==> run_1/flops_by_reg.png <==
Other sequential cells in the stronger gray, the rest of the logic in the fainter gray.
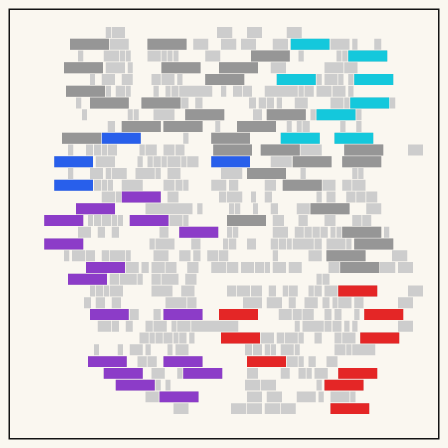
==> run_1/wires.png <==
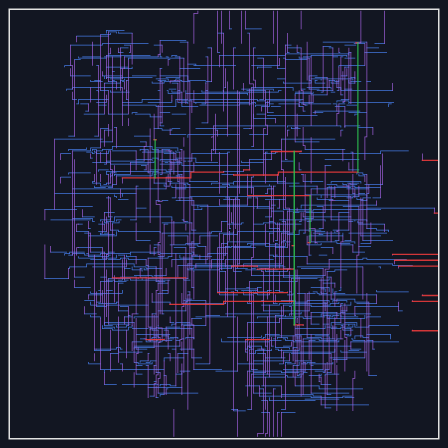
==> run_1/logic_types.png <==
Bar = 20 µm.
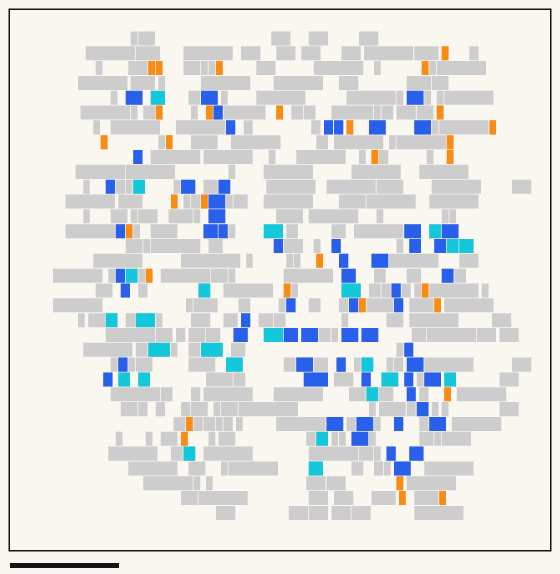
### config.mk
export PLATFORM = sky130hd
export DESIGN_NAME = alarm_ctrl
export DESIGN_NICKNAME = d
export VERILOG_FILES = /design/src/rtl/clock_pkg.sv /design/src/rtl/btn_autorepeat.sv /design/src/rtl/alarm_ctrl.sv
export SDC_FILE = /design/constraint.sdc
export NUM_CORES = 1
export LEC_CHECK = 0
export ABC_CLOCK_PERIOD_IN_PS = 3200
export CAP_MARGIN = 0
export CORE_MARGIN = 3
export CORE_UTILIZATION = 40
export CTS_CLUSTER_SIZE = 24
export DETAILED_ROUTE_END_ITERATION = 10
export MAX_ROUTING_LAYER = met4
export PLACE_DENSITY = 0.6
export SLEW_MARGIN = 20
export SYNTH_ARGS = -nofsm -noshare
export SYNTH_HDL_FRONTEND = slang
export SYNTH_SLANG_ARGS = --single-unit
export TNS_END_PERCENT = 30
### constraint.sdc
create_clock -name clk -period 3.2 [get_ports clk]
set_input_delay 0.32 -clock clk [delete_from_list [all_inputs] [get_ports clk]]
set_output_delay 0.32 -clock clk [all_outputs]
set_load 0.01 [all_outputs]
### src/rtl/clock_pkg.sv
// Shared definitions for the alarm controller:
// FSM state encoding and default timing parameters.
package clock_pkg;

    typedef enum logic [1:0] {
        ST_IDLE   = 2'd0,
        ST_ARMED  = 2'd1,
        ST_RING   = 2'd2,
        ST_SNOOZE = 2'd3
    } alarm_st_e;

    localparam int SNOOZE_SEC_D       = 300;
    localparam int RING_TIMEOUT_SEC_D = 60;
    localparam int MAX_SNOOZE_D       = 3;
    localparam int REPEAT_DLY_D       = 5;

endpackage

### src/rtl/btn_autorepeat.sv
// Held-button increment generator: one pulse on press,
// then one per tick once the repeat delay has elapsed.
module btn_autorepeat
    import clock_pkg::*;
#(
    parameter int REPEAT_DLY = REPEAT_DLY_D
) (
    input  logic clk,
    input  logic rst_n,
    input  logic i_en,
    input  logic i_btn,
    input  logic i_tick,
    output logic o_pulse
);

    localparam logic [7:0] L_DLY = 8'(REPEAT_DLY);

    logic       r_live;
    logic       r_prev;
    logic       r_held;
    logic       r_pulse;
    logic [7:0] r_dly;
    logic       w_press;

    // r_live masks the first cycle after reset so a held button
    // does not look like a fresh press on release of reset.
    assign w_press = r_live & i_btn & ~r_prev;
    assign o_pulse = r_pulse;

    always_ff @(posedge clk or negedge rst_n) begin
        if (!rst_n) begin
            r_live  <= 1'b0;
            r_prev  <= 1'b0;
            r_held  <= 1'b0;
            r_pulse <= 1'b0;
            r_dly   <= 8'd0;
        end else begin
            r_live  <= 1'b1;
            r_prev  <= i_btn;
            r_pulse <= 1'b0;
            if (!i_en || !i_btn) begin
                r_held <= 1'b0;
                r_dly  <= 8'd0;
            end else if (w_press) begin
                r_held  <= 1'b1;
                r_dly   <= 8'd0;
                r_pulse <= 1'b1;
            end else if (r_held && i_tick) begin
                if (r_dly < L_DLY) begin
                    r_dly <= r_dly + 8'd1;
                end else begin
                    r_pulse <= 1'b1;
                end
            end
        end
    end

endmodule

### src/rtl/alarm_ctrl.sv
// Alarm controller: arm/ring/snooze sequencing, buzzer cadence
// and alarm-time set buttons with auto-repeat.
module alarm_ctrl
    import clock_pkg::*;
#(
    parameter int SNOOZE_SEC       = SNOOZE_SEC_D,
    parameter int RING_TIMEOUT_SEC = RING_TIMEOUT_SEC_D,
    parameter int MAX_SNOOZE       = MAX_SNOOZE_D,
    parameter int REPEAT_DLY       = REPEAT_DLY_D
) (
    input  logic       clk,
    input  logic       rst_n,
    input  logic       tick_1hz,
    input  logic       tick_10hz,
    input  logic       sw_alarm_enable,
    input  logic       alarm_on,
    input  logic       btn_snooze,
    input  logic       btn_stop,
    input  logic       set_mode,
    input  logic       btn_set_hour,
    input  logic       btn_set_min,
    output logic       alarm_enable,
    output logic       alarm_clear,
    output logic       inc_alarm_hour,
    output logic       inc_alarm_min,
    output logic       buzzer,
    output logic       ringing,
    output logic       snoozing,
    output logic [8:0] snooze_left
);

    localparam logic [8:0]  L_SNZ = 9'(SNOOZE_SEC);
    localparam logic [15:0] L_TMO = 16'(RING_TIMEOUT_SEC - 1);
    localparam logic [7:0]  L_MAX = 8'(MAX_SNOOZE);

    alarm_st_e   r_state;
    alarm_st_e   w_next;
    logic [15:0] r_ring_cnt;
    logic [15:0] w_ring_nx;
    logic [3:0]  r_beep;
    logic [3:0]  w_beep_nx;
    logic [7:0]  r_snz_cnt;
    logic [7:0]  w_cnt_nx;
    logic [8:0]  r_snz_left;
    logic [8:0]  w_left_nx;
    logic        w_clear;
    logic        w_ring_stop;
    logic        w_set_en;

    logic r_alarm_en;
    logic r_clear;
    logic r_buzzer;
    logic r_ringing;
    logic r_snoozing;

    // Exhausted snoozes and the ring timeout both behave as a stop.
    assign w_ring_stop = btn_stop
                       | (btn_snooze & (r_snz_cnt >= L_MAX))
                       | (tick_1hz & (r_ring_cnt == L_TMO));

    always_comb begin
        w_next    = r_state;
        w_clear   = 1'b0;
        w_ring_nx = r_ring_cnt;
        w_beep_nx = r_beep;
        w_cnt_nx  = r_snz_cnt;
        w_left_nx = r_snz_left;
        if (!sw_alarm_enable) begin
            w_next    = ST_IDLE;
            w_clear   = (r_state == ST_RING) | (r_state == ST_SNOOZE);
            w_cnt_nx  = 8'd0;
            w_left_nx = 9'd0;
        end else begin
            unique case (r_state)
                ST_IDLE: w_next = ST_ARMED;
                ST_ARMED: begin
                    if (alarm_on) w_next = ST_RING;
                end
                ST_RING: begin
                    if (w_ring_stop) begin
                        w_next   = ST_ARMED;
                        w_clear  = 1'b1;
                        w_cnt_nx = 8'd0;
                    end else if (btn_snooze) begin
                        w_next    = ST_SNOOZE;
                        w_clear   = 1'b1;
                        w_cnt_nx  = r_snz_cnt + 8'd1;
                        w_left_nx = L_SNZ;
                    end else begin
                        if (tick_1hz) w_ring_nx = r_ring_cnt + 16'd1;
                        if (tick_10hz) begin
                            w_beep_nx = (r_beep == 4'd9) ? 4'd0
                                                         : r_beep + 4'd1;
                        end
                    end
                end
                ST_SNOOZE: begin
                    if (btn_stop) begin
                        w_next    = ST_ARMED;
                        w_cnt_nx  = 8'd0;
                        w_left_nx = 9'd0;
                    end else if (tick_1hz) begin
                        if (r_snz_left <= 9'd1) begin
                            w_next    = ST_RING;
                            w_left_nx = 9'd0;
                        end else begin
                            w_left_nx = r_snz_left - 9'd1;
                        end
                    end
                end
                default: w_next = ST_IDLE;
            endcase
        end
        if (w_next == ST_RING && r_state != ST_RING) begin
            w_ring_nx = 16'd0;
            w_beep_nx = 4'd0;
        end
    end

    always_ff @(posedge clk or negedge rst_n) begin
        if (!rst_n) begin
            r_state    <= ST_IDLE;
            r_ring_cnt <= 16'd0;
            r_beep     <= 4'd0;
            r_snz_cnt  <= 8'd0;
            r_snz_left <= 9'd0;
            r_alarm_en <= 1'b0;
            r_clear    <= 1'b0;
            r_buzzer   <= 1'b0;
            r_ringing  <= 1'b0;
            r_snoozing <= 1'b0;
        end else begin
            r_state    <= w_next;
            r_ring_cnt <= w_ring_nx;
            r_beep     <= w_beep_nx;
            r_snz_cnt  <= w_cnt_nx;
            r_snz_left <= w_left_nx;
            r_alarm_en <= (w_next != ST_IDLE);
            r_clear    <= w_clear;
            r_buzzer   <= (w_next == ST_RING) & (w_beep_nx < 4'd5);
            r_ringing  <= (w_next == ST_RING);
            r_snoozing <= (w_next == ST_SNOOZE);
        end
    end

    // Gating on the next state too keeps a pulse from landing in RINGING.
    assign w_set_en = set_mode & (r_state != ST_RING) & (w_next != ST_RING);

    btn_autorepeat #(.REPEAT_DLY(REPEAT_DLY)) u_rep_hour (
        .clk     (clk),
        .rst_n   (rst_n),
        .i_en    (w_set_en),
        .i_btn   (btn_set_hour),
        .i_tick  (tick_10hz),
        .o_pulse (inc_alarm_hour)
    );

    btn_autorepeat #(.REPEAT_DLY(REPEAT_DLY)) u_rep_min (
        .clk     (clk),
        .rst_n   (rst_n),
        .i_en    (w_set_en),
        .i_btn   (btn_set_min),
        .i_tick  (tick_10hz),
        .o_pulse (inc_alarm_min)
    );

    assign alarm_enable = r_alarm_en;
    assign alarm_clear  = r_clear;
    assign buzzer       = r_buzzer;
    assign ringing      = r_ringing;
    assign snoozing     = r_snoozing;
    assign snooze_left  = r_snz_left;

endmodule

==> metrics.cfg, run 1 <==
[outcome]
status=finished, final reports clean

[global_route]
grt_pass1_wl_mm=12.2
antenna_found_initial=0
track_usage=0.159
grt_max_degree=37

[logic_synthesis]
synth_nets=384
top_cell_area_share=0.484
ys_top_cells_by_count=dfrtp_1 (67), nor2_1 (55), inv_1 (31)
synth.distinct_cells=57
syn_avg_cell_area_um2=9.54
synth-edff-count=0

[clock_tree]
path_clk_slew_ns=0.08
cts_resized=0
cts-root-buf=clkbuf_8
cts_buffers=9

[route]
ant_nets=0
routed-wl-met2_mm=3.20
met1Wirelength_mm=3.47
finalWirelength_mm=6.98
top_layer=met4
drc=0
viasPerCell=5.19

[setup_path]
critical_path.startpoint_type=flip-flop
r2r_end=snooze_left[0]
max_stage_delay_ns=0.54
r2r-start=r_ring_cnt[6]
crit_arrival_ns=2.79
cp.required_ns=3.43

[final_timing]
rsz0062_at_grt=false
setup_slack_ns=0.639
whs_ns=0.0701
period_used_share=0.800
fmax_ghz=0.391

[run]
warning_count=30
cap_viol_max_count=0

[power_and_ir_drop]
comb_power_share=0.093
seqPwrFrac=0.487
power.density_nw_per_um2=451
p_sw_w=0.000451
p_clk_frac=0.420

[die]
coreArea_um2=8300
die-area_um2=9810

[layout]
fin_area_um2=4060

[placed_design]
place_inst=490

[worst_hold_path]
hold_class=input pin to asynchronous set/reset pin

## Picture notes: flops_by_reg.png
Purple stands for `r_ring_cnt`, placed flops 16. Cyan stands for `u_rep_hour.r_dly`, placed flops 8, where upper right. Blue stands for `r_beep`, placed flops 4. Red stands for `snooze_left`, placed flops 9, where lower right.
Another 30 sequential cells are not colored.
area taken by flip-flops and latches: 1680 µm²
Seq group: 0.000891 W
fraction of area in registers: 0.413
Core Util, Final: 0.489

## Picture notes: wires.png
Blue stands for metal 1, wire length 3470 µm. Red stands for metal 3, wire length 215 µm. Green stands for metal 4, wire length 89.8 µm. Purple stands for metal 2, wire length 3200 µm.

## Picture notes: logic_types.png
Orange stands for inverters, cells 31, most used inv_1. Cyan stands for AND and OR gates, cells 24, most used or3_1. Blue stands for inverting AOI/OAI gates, cells 60, most used a21oi_1.

## run 1: power by group through the flow
| stage | clock network (W) | logic [W] | registers [W] |
|---|---|---|---|
| after floorplan | 0 | 0.0000925 | 0.000905 |
| after global placement | 0 | 0.000172 | 0.000907 |
| after detailed placement | 0 | 0.000171 | 0.000908 |
| after CTS | 0.000793 | 0.000172 | 0.000891 |
| after global routing | 0.000841 | 0.000190 | 0.000896 |
| final | 0.000769 | 0.000170 | 0.000891 |
## run 1: cell type report
class | count | area, µm² | area share
flip-flops and latches | 67 | 1680 | 0.413
multi-input cells | 253 | 1600 | 0.395
repair buffers | 34 | 315 | 0.0776
well taps | 105 | 131 | 0.0323
clock buffers | 10 | 128 | 0.0314
inverters | 31 | 116 | 0.0287
clock inverters | 6 | 90.1 | 0.0222
## run 1: cell families after synthesis
group / Yosys count / synth area share
buffers and inverters: 43 / 0.0527
xor gates and xnor gates: 17 / 0.0430
and+or+nand+nor: 153 / 0.231
other: 1 / 0.00108
muxes: 5 / 0.0159
AOI/OAI and AO/OA: 67 / 0.136
adders and majority gates: 10 / 0.0361
DFF: 67 / 0.484
## run 1: registers in the layout, indices dropped and copies added (netlist names), 2 cells and up
register / flops
r_ring_cnt: 16
snooze_left: 9
r_snz_cnt: 8
u_rep_hour.r_dly: 8
u_rep_min.r_dly: 8
r_beep: 4
r_state: 2
## run 1: routing by layer
layer | vias to the layer above | track usage
li1 | 1348 | -
met2 | 37 | 0.235
met1 | 1233 | 0.219
met5 | - | -
met4 | 0 | 0.0441
met3 | 10 | 0.0375
==> run_1/io_placement.png <==
Pins as bars across the die edge, other pins in gray.
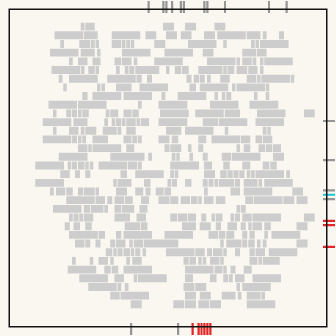

==> inputs of run 2 (changes only) <==
--- a/config.mk
+++ b/config.mk
@@ -5,14 +5,14 @@
 export SDC_FILE = /design/constraint.sdc
 export NUM_CORES = 1
 export LEC_CHECK = 0
-export ABC_CLOCK_PERIOD_IN_PS = 3200
+export ABC_CLOCK_PERIOD_IN_PS = 2300
 export CAP_MARGIN = 0
 export CORE_MARGIN = 3
 export CORE_UTILIZATION = 40
 export CTS_CLUSTER_SIZE = 24
 export DETAILED_ROUTE_END_ITERATION = 10
 export MAX_ROUTING_LAYER = met4
-export PLACE_DENSITY = 0.6
+export PLACE_DENSITY = 0.62
 export SLEW_MARGIN = 20
 export SYNTH_ARGS = -nofsm -noshare
 export SYNTH_HDL_FRONTEND = slang
==> constraint.sdc (replaced) <==
create_clock -name clk -period 2.3 [get_ports clk]
set_input_delay 0.23 -clock clk [delete_from_list [all_inputs] [get_ports clk]]
set_output_delay 0.23 -clock clk [all_outputs]
set_load 0.01 [all_outputs]
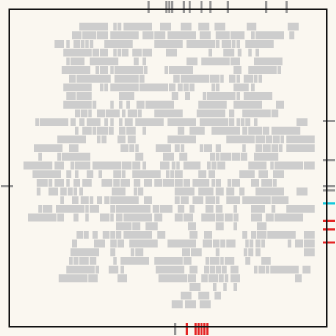
(run_2/io_placement.png)
Pins as bars across the die edge, other pins in gray.
Cyan stands for `alarm_enable`, pins 1, direction output, edge right. Red stands for `snooze_left`, pins 9, direction output, edge 6 bottom, 3 right.
All pins by edge: 11 top, 8 right, 7 bottom, 1 left.
die height: 99.1 µm
die width: 99.1 µm
PortBufs: 26

==> metrics.cfg, run 2 <==
[power_and_ir_drop]
power.density_nw_per_um2=595  ; +32%
p_comb_w=0.000297  ; +75%
p_sw_w=0.000619  ; +37%
comb_power_share=0.116  ; +0.023
p_clk_frac=0.406  ; -0.014

[logic_synthesis]
synth-edff-count=0  ; unchanged
syn_avg_cell_area_um2=9.54  ; unchanged
synth_nets=384  ; unchanged
top_cell_area_share=0.484  ; unchanged

[layout]
fin_area_um2=4320  ; +6.3%
largest_reg_flops=16  ; unchanged
final_util=0.520  ; +0.0311

[clock_tree]
cts_buffers=9  ; unchanged
path_clk_slew_ns=0.07  ; about the same
cts-root-buf=clkbuf_8

[global_route]
antenna_found_initial=0  ; unchanged

[route]
finalWirelength_mm=7.51  ; +7.6%

[final_timing]
rsz0062_at_grt=true
setup_slack_ns=-0.0211  ; -0.660 ns
setup_viol=1
whs_ns=0.365  ; +0.295 ns
period_used_share=1.01  ; +0.209

[outcome]
violations=setup timing
status=finished with violations

[die]
die-area_um2=9810  ; unchanged

[setup_path]
r2r_end=snooze_left[0]
crit_arrival_ns=2.55  ; -0.24 ns
max_stage_delay_ns=0.53  ; about the same
r2r-start=r_ring_cnt[6]
critical_path.startpoint_type=flip-flop
cp.required_ns=2.53  ; -0.90 ns

[run]
cap_viol_max_count=0  ; unchanged
warning_count=33  ; +10%

[worst_hold_path]
hold_class=input pin to asynchronous set/reset pin

-- run 2: kinds of logic (layout without fill, tap and decap cells) --
kind of cell,count (synthesis),after routing,share of synthesized area
flip-flops,67,67,0.484
other,1,1,0.00108
multiplexers,5,5,0.0159
adder cells (fa/ha/maj),10,10,0.0361
AND-OR/OR-AND,67,67,0.136
XOR/XNOR,17,17,0.0430
buffers and inverters,43,109,0.0527
AND/OR/NAND/NOR,153,153,0.231
-- run 2: how the worst min path moves through the flow --
stage	slack, ns	startpoint	cells after the start	to
after detailed placement	0.20	rst_n	1	u_rep_hour.r_dly[0]
after global routing	0.40	rst_n	2	u_rep_hour.r_dly[0]
final	0.36	rst_n	2	u_rep_hour.r_dly[0]
after floorplan	-0.07	rst_n	0	alarm_clear
after CTS	0.37	rst_n	2	u_rep_min.o_pulse
after global placement	0.20	rst_n	1	u_rep_hour.r_dly[0]
-- run 2: per-layer routing --
| layer | track usage | routed length, µm | vias up | share of wire |
|---|---|---|---|---|
| li1 | - | - | 1404 | - |
| met1 | 0.217 | 3590 | 1367 | 0.48 |
| met2 | 0.264 | 3620 | 36 | 0.48 |
| met3 | 0.0382 | 160 | 13 | 0.021 |
| met4 | 0.0578 | 135 | 0 | 0.018 |
| met5 | - | 0 | - | 0 |
-- run 2: final cells by class --
cell class,count,area [µm²],share of cell area
sequential,67,1680,0.388
inverter,31,116,0.0269
multi-input combinational,253,1660,0.384
timing repair buffer,62,528,0.122
clock inverter,5,77.6,0.0180
clock buffer,11,131,0.0304
tap,105,131,0.0304
-- run 2: timing repair --
action | 4_1_cts | 5_1_grt
endpoints found under the hold margin | 18 | 0
pin swaps | 1 | 6
resized | 4 | 5
hold buffers | 1 | 0
buffers inserted | 0 | 1
setup endpoints to repair | 18 | 29
==> run_2/flops_by_reg.png <==
Other sequential cells in the stronger gray, the rest of the logic in the fainter gray.
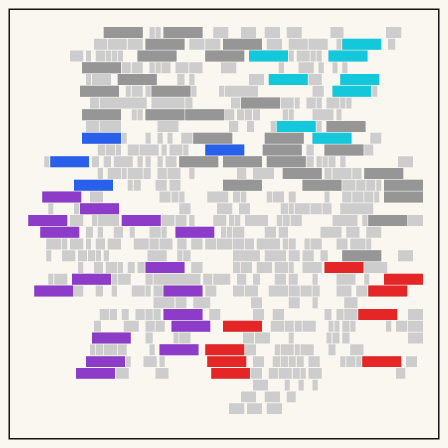

==> inputs of run 3 (changes only) <==
--- a/config.mk
+++ b/config.mk
@@ -11,6 +11,7 @@
 export CORE_UTILIZATION = 40
 export CTS_CLUSTER_SIZE = 24
 export DETAILED_ROUTE_END_ITERATION = 10
+export GPL_TIMING_DRIVEN = 0
 export MAX_ROUTING_LAYER = met4
 export PLACE_DENSITY = 0.62
 export SLEW_MARGIN = 20
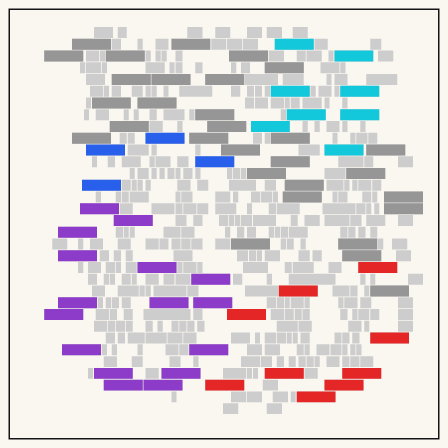
(run_3/flops_by_reg.png)
Other sequential cells in the stronger gray, the rest of the logic in the fainter gray.
Cyan stands for `u_rep_hour.r_dly`, placed flops 8, where upper right. Purple stands for `r_ring_cnt`, placed flops 16. Blue stands for `r_beep`, placed flops 4. Red stands for `snooze_left`, placed flops 9.

==> metrics.cfg, run 3 <==
[setup_path]
r2r-start=r_ring_cnt[6]
crit_arrival_ns=2.63  ; +0.08 ns
max_stage_delay_ns=0.55  ; +0.02 ns
critical_path.startpoint_type=flip-flop

[layout]
final_util=0.517  ; -0.00362
comb_area_um2=1740  ; +4.7%
largest_reg_flops=16  ; unchanged
seq_area_um2=1680  ; unchanged

[global_route]
top_usage_layer=met2
gr-usage-met2=0.241  ; -0.0227
grtUsageMet1=0.222  ; +0.00588

[power_and_ir_drop]
p_clk_frac=0.411  ; +0.005
comb_power_share=0.107  ; -0.009
power.density_nw_per_um2=597  ; +0.45%

[route]
routed-wl-met2_mm=3.52  ; -2.8%
dr_wl_met3_um=281  ; +76%
finalWirelength_mm=7.38  ; -1.7%

[clock_tree]
hold_buffers=1  ; unchanged
cts_buffers=9  ; unchanged
cts-root-buf=clkbuf_8
post_cts_buffers=5  ; +5

[outcome]
violations=setup timing
status=finished with violations

[logic_synthesis]
synth_nets=384  ; unchanged
top_cell_area_share=0.484  ; unchanged
syn_avg_cell_area_um2=9.54  ; unchanged

[run]
warning_count=33  ; unchanged

[die]
die-area_um2=9810  ; unchanged
die_w_um=99.1  ; unchanged

[worst_hold_path]
hold_class=input pin to asynchronous set/reset pin

[final_timing]
setup_slack_ns=-0.101  ; -0.0795 ns
whs_ns=0.361  ; -0.00380 ns
setup_viol=19  ; +18

[run 3: cell counts after synthesis]
Identical to the previous run, type by type.
[run 3: power groups by stage]
stage	clock network [W]	logic (W)	registers, W
after floorplan	0	0.000129	0.00126
after global placement	0	0.000247	0.00126
after detailed placement	0	0.000253	0.00126
after CTS	0.00108	0.000262	0.00124
after global routing	0.00114	0.000304	0.00124
final	0.00105	0.000274	0.00124
[run 3: metrics by stage]
stage	setup WS (ns)	total power, W	instance area, µm²
final	-0.101	0.00256	4290
after global routing	-0.139	0.00269	4290
after CTS	-0.204	0.00258	4160
after detailed placement	-0.256	0.00151	3880
after global placement	-1.34	0.00150	3860
after floorplan	-0.114	0.00139	3470
[run 3: area by class of cell]
class	count	area share
multi-input cells	253	0.405
well taps	105	0.0306
inverters	31	0.0271
flip-flops and latches	67	0.391
plain buffers	10	0.0134
clock buffers	11	0.0306
clock inverters	5	0.0181
repair buffers	38	0.0846
[run 3: path summary, 6_finish.rpt]
path / endpoint / slack (ns) / depth (start not counted)
min: u_rep_hour.r_dly[0] / 0.36 / 2
max in group asynchronous: r_ring_cnt[0] / 1.40 / 3
max: snooze_left[0] / -0.10 / 6
min reg2reg: u_rep_min.r_dly[7] / 0.49 / 2
max reg2reg: snooze_left[0] / -0.10 / 6
min in group clk: u_rep_min.r_prev / 0.44 / 1
[run 3: kinds of logic (layout without fill, tap and decap cells)]
group	after synthesis	in the layout	synth area share
mux	5	5	0.0159
xor+xnor	17	17	0.0430
buf+inv	43	95	0.0527
other cells	1	1	0.00108
fa+ha+maj	10	10	0.0361
compound gates	67	67	0.136
flops	67	67	0.484
simple gates	153	153	0.231

==> notes/layouts.md <==
Pictures saved along the way, in no particular order.

Clock wiring as the flow saved it.
picture 1
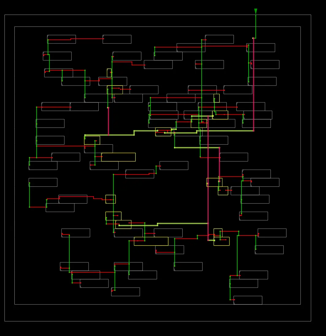
picture 2
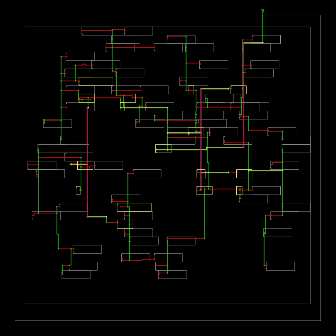
Picture 1 comes from run 1.
Picture 2 comes from run 2.

No activity file was given, so power comes from the tool's default toggle rates.
